File: src/rtl/keycode_filter_if.sv
// Keycode filter bus: raw keycode in, debounced key, event pulses and status out.
// The filter is the slave; the keyboard side (or testbench) is the master.
interface keycode_filter_if;
    logic [7:0] keycode_in;
    logic [7:0] keycode_out;
    logic       press;
    logic       released;
    logic       rpt;
    logic [7:0] held_frames;
    logic [1:0] state;

    modport master (
        output keycode_in,
        input  keycode_out,
        input  press,
        input  released,
        input  rpt,
        input  held_frames,
        input  state
    );

    modport slave (
        input  keycode_in,
        output keycode_out,
        output press,
        output released,
        output rpt,
        output held_frames,
        output state
    );
endinterface

File: src/rtl/keycode_filter.sv
// Debounces a raw per-frame USB keycode.
// Emits press/release/auto-repeat pulses; every output is registered.
module keycode_filter #(
    parameter int unsigned STABLE_FRAMES = 3,
    parameter int unsigned REPEAT_DELAY  = 30,
    parameter int unsigned REPEAT_RATE   = 6
) (
    input  logic              frame_clk,
    input  logic              Reset,
    keycode_filter_if.slave   bus
);
    typedef enum logic [1:0] {
        StIdle     = 2'b00,
        StDebounce = 2'b01,
        StHeld     = 2'b10
    } state_e;

    localparam logic [3:0] Stable = 4'(STABLE_FRAMES);
    localparam logic [7:0] Delay  = 8'(REPEAT_DELAY);
    localparam logic [7:0] Rate   = 8'(REPEAT_RATE);

    state_e     state_q, state_d;
    logic [7:0] cand_q, cand_d;
    logic [3:0] cnt_q, cnt_d;
    logic [7:0] rcnt_q, rcnt_d;
    logic [7:0] kout_q, kout_d;
    logic [7:0] held_q, held_d;
    logic       press_q, press_d;
    logic       rel_q, rel_d;
    logic       rpt_q, rpt_d;

    logic [7:0] key;
    logic [3:0] cnt_inc;

    assign key     = bus.keycode_in;
    assign cnt_inc = cnt_q + 4'd1;

    always_comb begin
        state_d = state_q;
        cand_d  = cand_q;
        cnt_d   = cnt_q;
        rcnt_d  = rcnt_q;
        kout_d  = kout_q;
        held_d  = held_q;
        press_d = 1'b0;
        rel_d   = 1'b0;
        rpt_d   = 1'b0;

        unique case (state_q)
            StIdle: begin
                kout_d = 8'h00;
                if (key != 8'h00) begin
                    cand_d = key;
                    cnt_d  = 4'd1;
                    if (STABLE_FRAMES == 1) begin
                        state_d = StHeld;
                        kout_d  = key;
                        press_d = 1'b1;
                        held_d  = 8'h00;
                        rcnt_d  = Delay;
                    end else begin
                        state_d = StDebounce;
                    end
                end
            end
            StDebounce: begin
                if (key == 8'h00) begin
                    state_d = StIdle;
                end else if (key == cand_q) begin
                    cnt_d = cnt_inc;
                    if (cnt_inc == Stable) begin
                        state_d = StHeld;
                        kout_d  = cand_q;
                        press_d = 1'b1;
                        held_d  = 8'h00;
                        rcnt_d  = Delay;
                    end
                end else begin
                    cand_d = key;
                    cnt_d  = 4'd1;
                end
            end
            StHeld: begin
                if (key == cand_q) begin
                    if (held_q != 8'hFF) begin
                        held_d = held_q + 8'd1;
                    end
                    // Repeat fires on the edge that sees the countdown at 1.
                    if (rcnt_q == 8'd1) begin
                        rpt_d  = 1'b1;
                        rcnt_d = Rate;
                    end else begin
                        rcnt_d = rcnt_q - 8'd1;
                    end
                end else begin
                    rel_d  = 1'b1;
                    kout_d = 8'h00;
                    held_d = 8'h00;
                    if (key == 8'h00) begin
                        state_d = StIdle;
                    end else begin
                        cand_d = key;
                        cnt_d  = 4'd1;
                        if (STABLE_FRAMES == 1) begin
                            kout_d  = key;
                            press_d = 1'b1;
                            rcnt_d  = Delay;
                        end else begin
                            state_d = StDebounce;
                        end
                    end
                end
            end
            default: state_d = StIdle;
        endcase
    end

    always_ff @(posedge frame_clk or posedge Reset) begin
        if (Reset) begin
            state_q <= StIdle;
            cand_q  <= 8'h00;
            cnt_q   <= 4'd0;
            rcnt_q  <= 8'h00;
            kout_q  <= 8'h00;
            held_q  <= 8'h00;
            press_q <= 1'b0;
            rel_q   <= 1'b0;
            rpt_q   <= 1'b0;
        end else begin
            state_q <= state_d;
            cand_q  <= cand_d;
            cnt_q   <= cnt_d;
            rcnt_q  <= rcnt_d;
            kout_q  <= kout_d;
            held_q  <= held_d;
            press_q <= press_d;
            rel_q   <= rel_d;
            rpt_q   <= rpt_d;
        end
    end

    assign bus.keycode_out = kout_q;
    assign bus.press       = press_q;
    assign bus.released    = rel_q;
    assign bus.rpt         = rpt_q;
    assign bus.held_frames = held_q;
    assign bus.state       = state_q;
endmodule

File: src/flat_wrapper.sv
// flat-port wrapper written by rule: the top's interface ports become plain ports
module keycode_filter_flat 
#(
    parameter int unsigned STABLE_FRAMES = 3,
    parameter int unsigned REPEAT_DELAY  = 30,
    parameter int unsigned REPEAT_RATE   = 6
)
  (frame_clk, Reset, bus_keycode_in, bus_keycode_out, bus_press, bus_released, bus_rpt, bus_held_frames, bus_state);
  keycode_filter_if bus_i ();
  input  logic frame_clk;
  input  logic Reset;
  input wire logic [$bits(bus_i.keycode_in)-1:0] bus_keycode_in;
  output wire logic [$bits(bus_i.keycode_out)-1:0] bus_keycode_out;
  output wire logic [$bits(bus_i.press)-1:0] bus_press;
  output wire logic [$bits(bus_i.released)-1:0] bus_released;
  output wire logic [$bits(bus_i.rpt)-1:0] bus_rpt;
  output wire logic [$bits(bus_i.held_frames)-1:0] bus_held_frames;
  output wire logic [$bits(bus_i.state)-1:0] bus_state;
  assign bus_i.keycode_in = bus_keycode_in;
  assign bus_keycode_out = bus_i.keycode_out;
  assign bus_press = bus_i.press;
  assign bus_released = bus_i.released;
  assign bus_rpt = bus_i.rpt;
  assign bus_held_frames = bus_i.held_frames;
  assign bus_state = bus_i.state;
  keycode_filter #(.STABLE_FRAMES(STABLE_FRAMES), .REPEAT_DELAY(REPEAT_DELAY), .REPEAT_RATE(REPEAT_RATE)) u_core (.frame_clk(frame_clk), .Reset(Reset), .bus(bus_i));
endmodule
File: config.mk
export PLATFORM = sky130hd
export DESIGN_NAME = keycode_filter_flat
export DESIGN_NICKNAME = d
export VERILOG_FILES = /design/src/rtl/keycode_filter_if.sv /design/src/rtl/keycode_filter.sv /design/src/flat_wrapper.sv
export SDC_FILE = /design/constraint.sdc
export NUM_CORES = 1
export LEC_CHECK = 0
export ABC_AREA = 1
export CAP_MARGIN = 10
export CORE_AREA = 2 2 87 89
export CTS_CLUSTER_SIZE = 10
export DETAILED_ROUTE_END_ITERATION = 10
export DIE_AREA = 0 0 89 91
export SYNTH_ARGS = -nofsm -noshare
export SYNTH_HDL_FRONTEND = slang
export SYNTH_SLANG_ARGS = --single-unit
File: constraint.sdc
create_clock -name frame_clk -period 4.5 [get_ports frame_clk]
set_input_delay 0.45 -clock frame_clk [delete_from_list [all_inputs] [get_ports frame_clk]]
set_output_delay 0.45 -clock frame_clk [all_outputs]
set_load 0.05 [all_outputs]
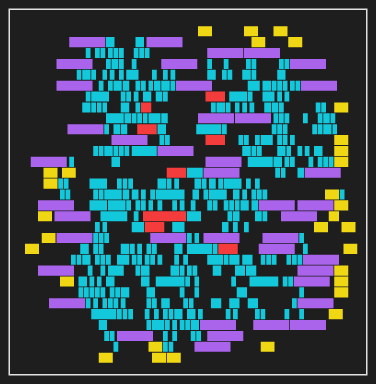
(run_1/cell_classes.png)
Drawn at 4 px/um.
Key: cyan = all other logic [cells 343, share of their area 54%]; yellow = other buffers and delay cells [cells 31, share of their area 9.7%]; red = clock drivers and dummy loads [cells 8, share of their area 3.8%]; purple = flip-flops [cells 41, share of their area 32%]
core footprint: 7140 um2
fin area: 3310 um2
row count: 31
Final Core Density: 46.4%
sequential cell area share: 31.0%

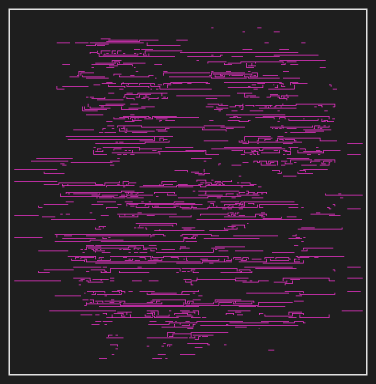
(run_1/met1.png)
Drawn at 4 px/um.
The layer carries 3200 um of wire. The longest straight run is 29.4 um. The layer holds 52% of the routed length. 397 nets have wire on it.
WL final: 6100 um
grt met1 use: 25.0%

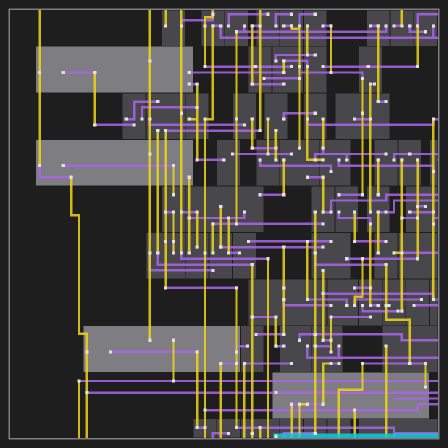
(run_1/zoom.png)
Window x 10 to 35, y 56 to 81 um. Cells in grey, sequential cells in the stronger grey; small squares are vias.
Key: purple = met1; cyan = met3; yellow = met2
Netlist names of flops here include u_core.rcnt_q (4). Sequential cells in the window: 4. Most frequent: nand2_1 (19), inv_1 (7), nor2_1 (7). 52 logic cells have their middle in the window.

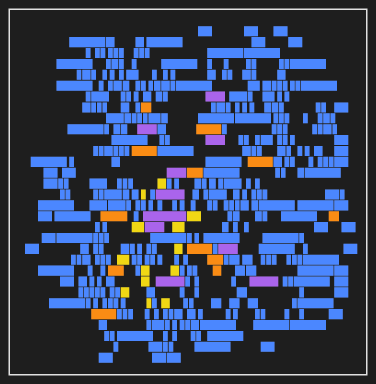
(run_1/drive_strength.png)
Drawn at 4 px/um.
Key: blue = drive 1 or less [cells 388]; orange = drive 3 to 4 [cells 12]; yellow = drive 2 [cells 13]; purple = drive 6 and up [cells 10]
bufs w/o clock: 31
synth-to-layout area growth: 17.5%
setup slack after layout: 2.35 ns

==> changes_impl.md, run 1 <==
## Flow update

- Clk buf depth: 2
- Registers, synthesis: 41
- Met2 routed WL: 2640 um
- Status: finished clean
- CP endpoint kind: flop
- Top non-seq family: simple AND/OR/NAND/NOR gates
- WHS Endpoint: u_core.bus.keycode_out[4]$_DFFE_PP0P_
- NetSw: 809 uW
- Pwr Total: 1.72 mW
- MI comb cells: 286
- Least-Margin Pin Slew: 0.727 ns
- First-pass GRT wire length: 10800 um
- Flops: 41
- Largest net degree at the start of global routing: 42
- Startpoint class of the critical path: flop
- Fin nets: 441
- YS chip area: 2820 um2
- Non-clock inverters: 57
- Dominant power group: combinational logic
- Antenna violations before repair: 0
- Fin. Hold Viols: 0
- CP dominant cell by count: nand2_1
- N_taps: 99
- Crit path to: u_core.bus.keycode_out[2]$_DFFE_PP0P_
- Most numerous logic cells after layout: nand2_1, inv_1, dfrtp_1
- Sw frac: 46.9%
- Clock Skews: 0.00829 ns
- Die height: 91 um
- Chip Area: 8100 um2
- Antenna diodes: 0
- TritonRoute pass-1 iters: 4
- Yosys cell types: 31
- Dominant register cell: dfrtp_1
--- run 2 (diff from run 1) ---
==> constraint.sdc (replaced) <==
create_clock -name frame_clk -period 2.2 [get_ports frame_clk]
set_input_delay 0.22 -clock frame_clk [delete_from_list [all_inputs] [get_ports frame_clk]]
set_output_delay 0.22 -clock frame_clk [all_outputs]
set_load 0.05 [all_outputs]
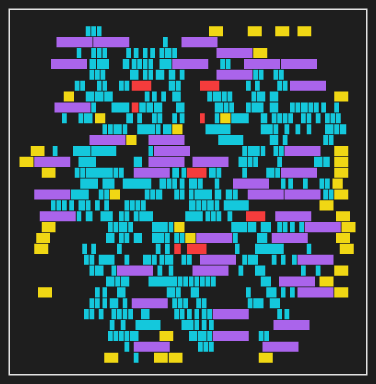
(run_2/cell_classes.png)
Drawn at 4 px/um.
Key: red = clock drivers and dummy loads [cells 8, share of their area 2.6%]; cyan = all other logic [cells 343, share of their area 54%]; yellow = other buffers and delay cells [cells 39, share of their area 11%]; purple = flip-flops [cells 41, share of their area 32%]
fin area: 3330 um2
Final Core Density: 46.7%
sequential cell area share: 30.8%

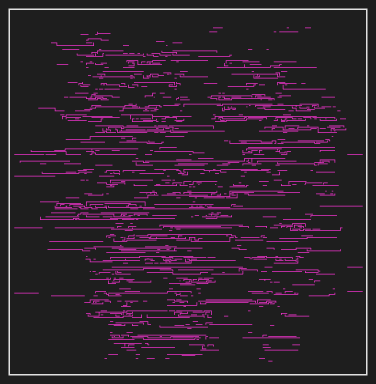
(run_2/met1.png)
Drawn at 4 px/um.
The layer holds 52% of the routed length. The wires run mostly horizontal. The layer carries 3140 um of wire. 401 nets have wire on it. The longest straight run is 36.8 um.
via count: 2465
WL final: 6050 um
grt met1 use: 24.8%

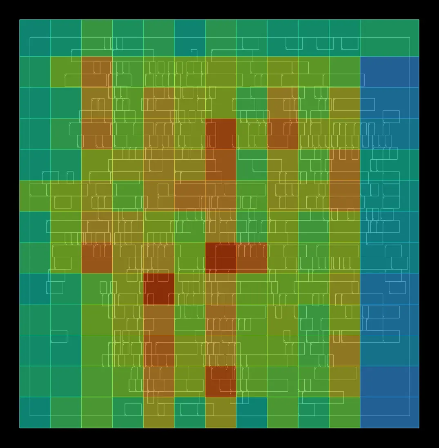
(run_2/final_congestion.png)
WL per Instance: 11.4 um
Total GRT Usage: 16.5%
Most Used Layer, Global Route: met1
met3 usage: 2.45%
met2 usage: 24.5%

==> run 2 against run 1 <==
- maximum frequency is 13% higher
- global-route usage is 0.13 points lower
- sequential cell count stayed put
- die area stayed put
- utilization is 0.32 points higher
- hold slack worse by 0.12 ns
- critical endpoint is now u_core.cand_q[1]$_DFFE_PP0P_
==> changes_impl.md, run 2 <==
## Flow update

- Status: finished clean
- N_taps: 99
- Die height: 91 um
- Dominant power group: combinational logic
- Clock Skews: 0.00886 ns
- Largest net degree at the start of global routing: 42
- Chip Area: 8100 um2
- Registers, synthesis: 41
- Dominant register cell: dfrtp_1
- CP dominant cell by count: nand2_1
- Yosys cell types: 31
- Sw frac: 47.4%
- Fin nets: 449
- CP endpoint kind: flop
- Bufs w/o clock: 39
- Antenna violations before repair: 0
- Most numerous logic cells after layout: nand2_1, inv_1, dfrtp_1
- YS chip area: 2820 um2
- Setup slack after layout: 0.302 ns
- Clk buf depth: 2
- TritonRoute pass-1 iters: 5
- MI comb cells: 286
- Met2 routed WL: 2580 um
- Top non-seq family: simple AND/OR/NAND/NOR gates
- NetSw: 1.63 mW
- Synth-to-layout area growth: 18.3%
- Crit path to: u_core.cand_q[1]$_DFFE_PP0P_
- Startpoint class of the critical path: flop
- FF-to-FF End: u_core.cand_q[1]$_DFFE_PP0P_
- Least-Margin Pin Slew: 0.516 ns
- Adder Area Share: 4.00%
- First-pass GRT wire length: 10800 um
No activity file was given, so power comes from the tool's default toggle rates.
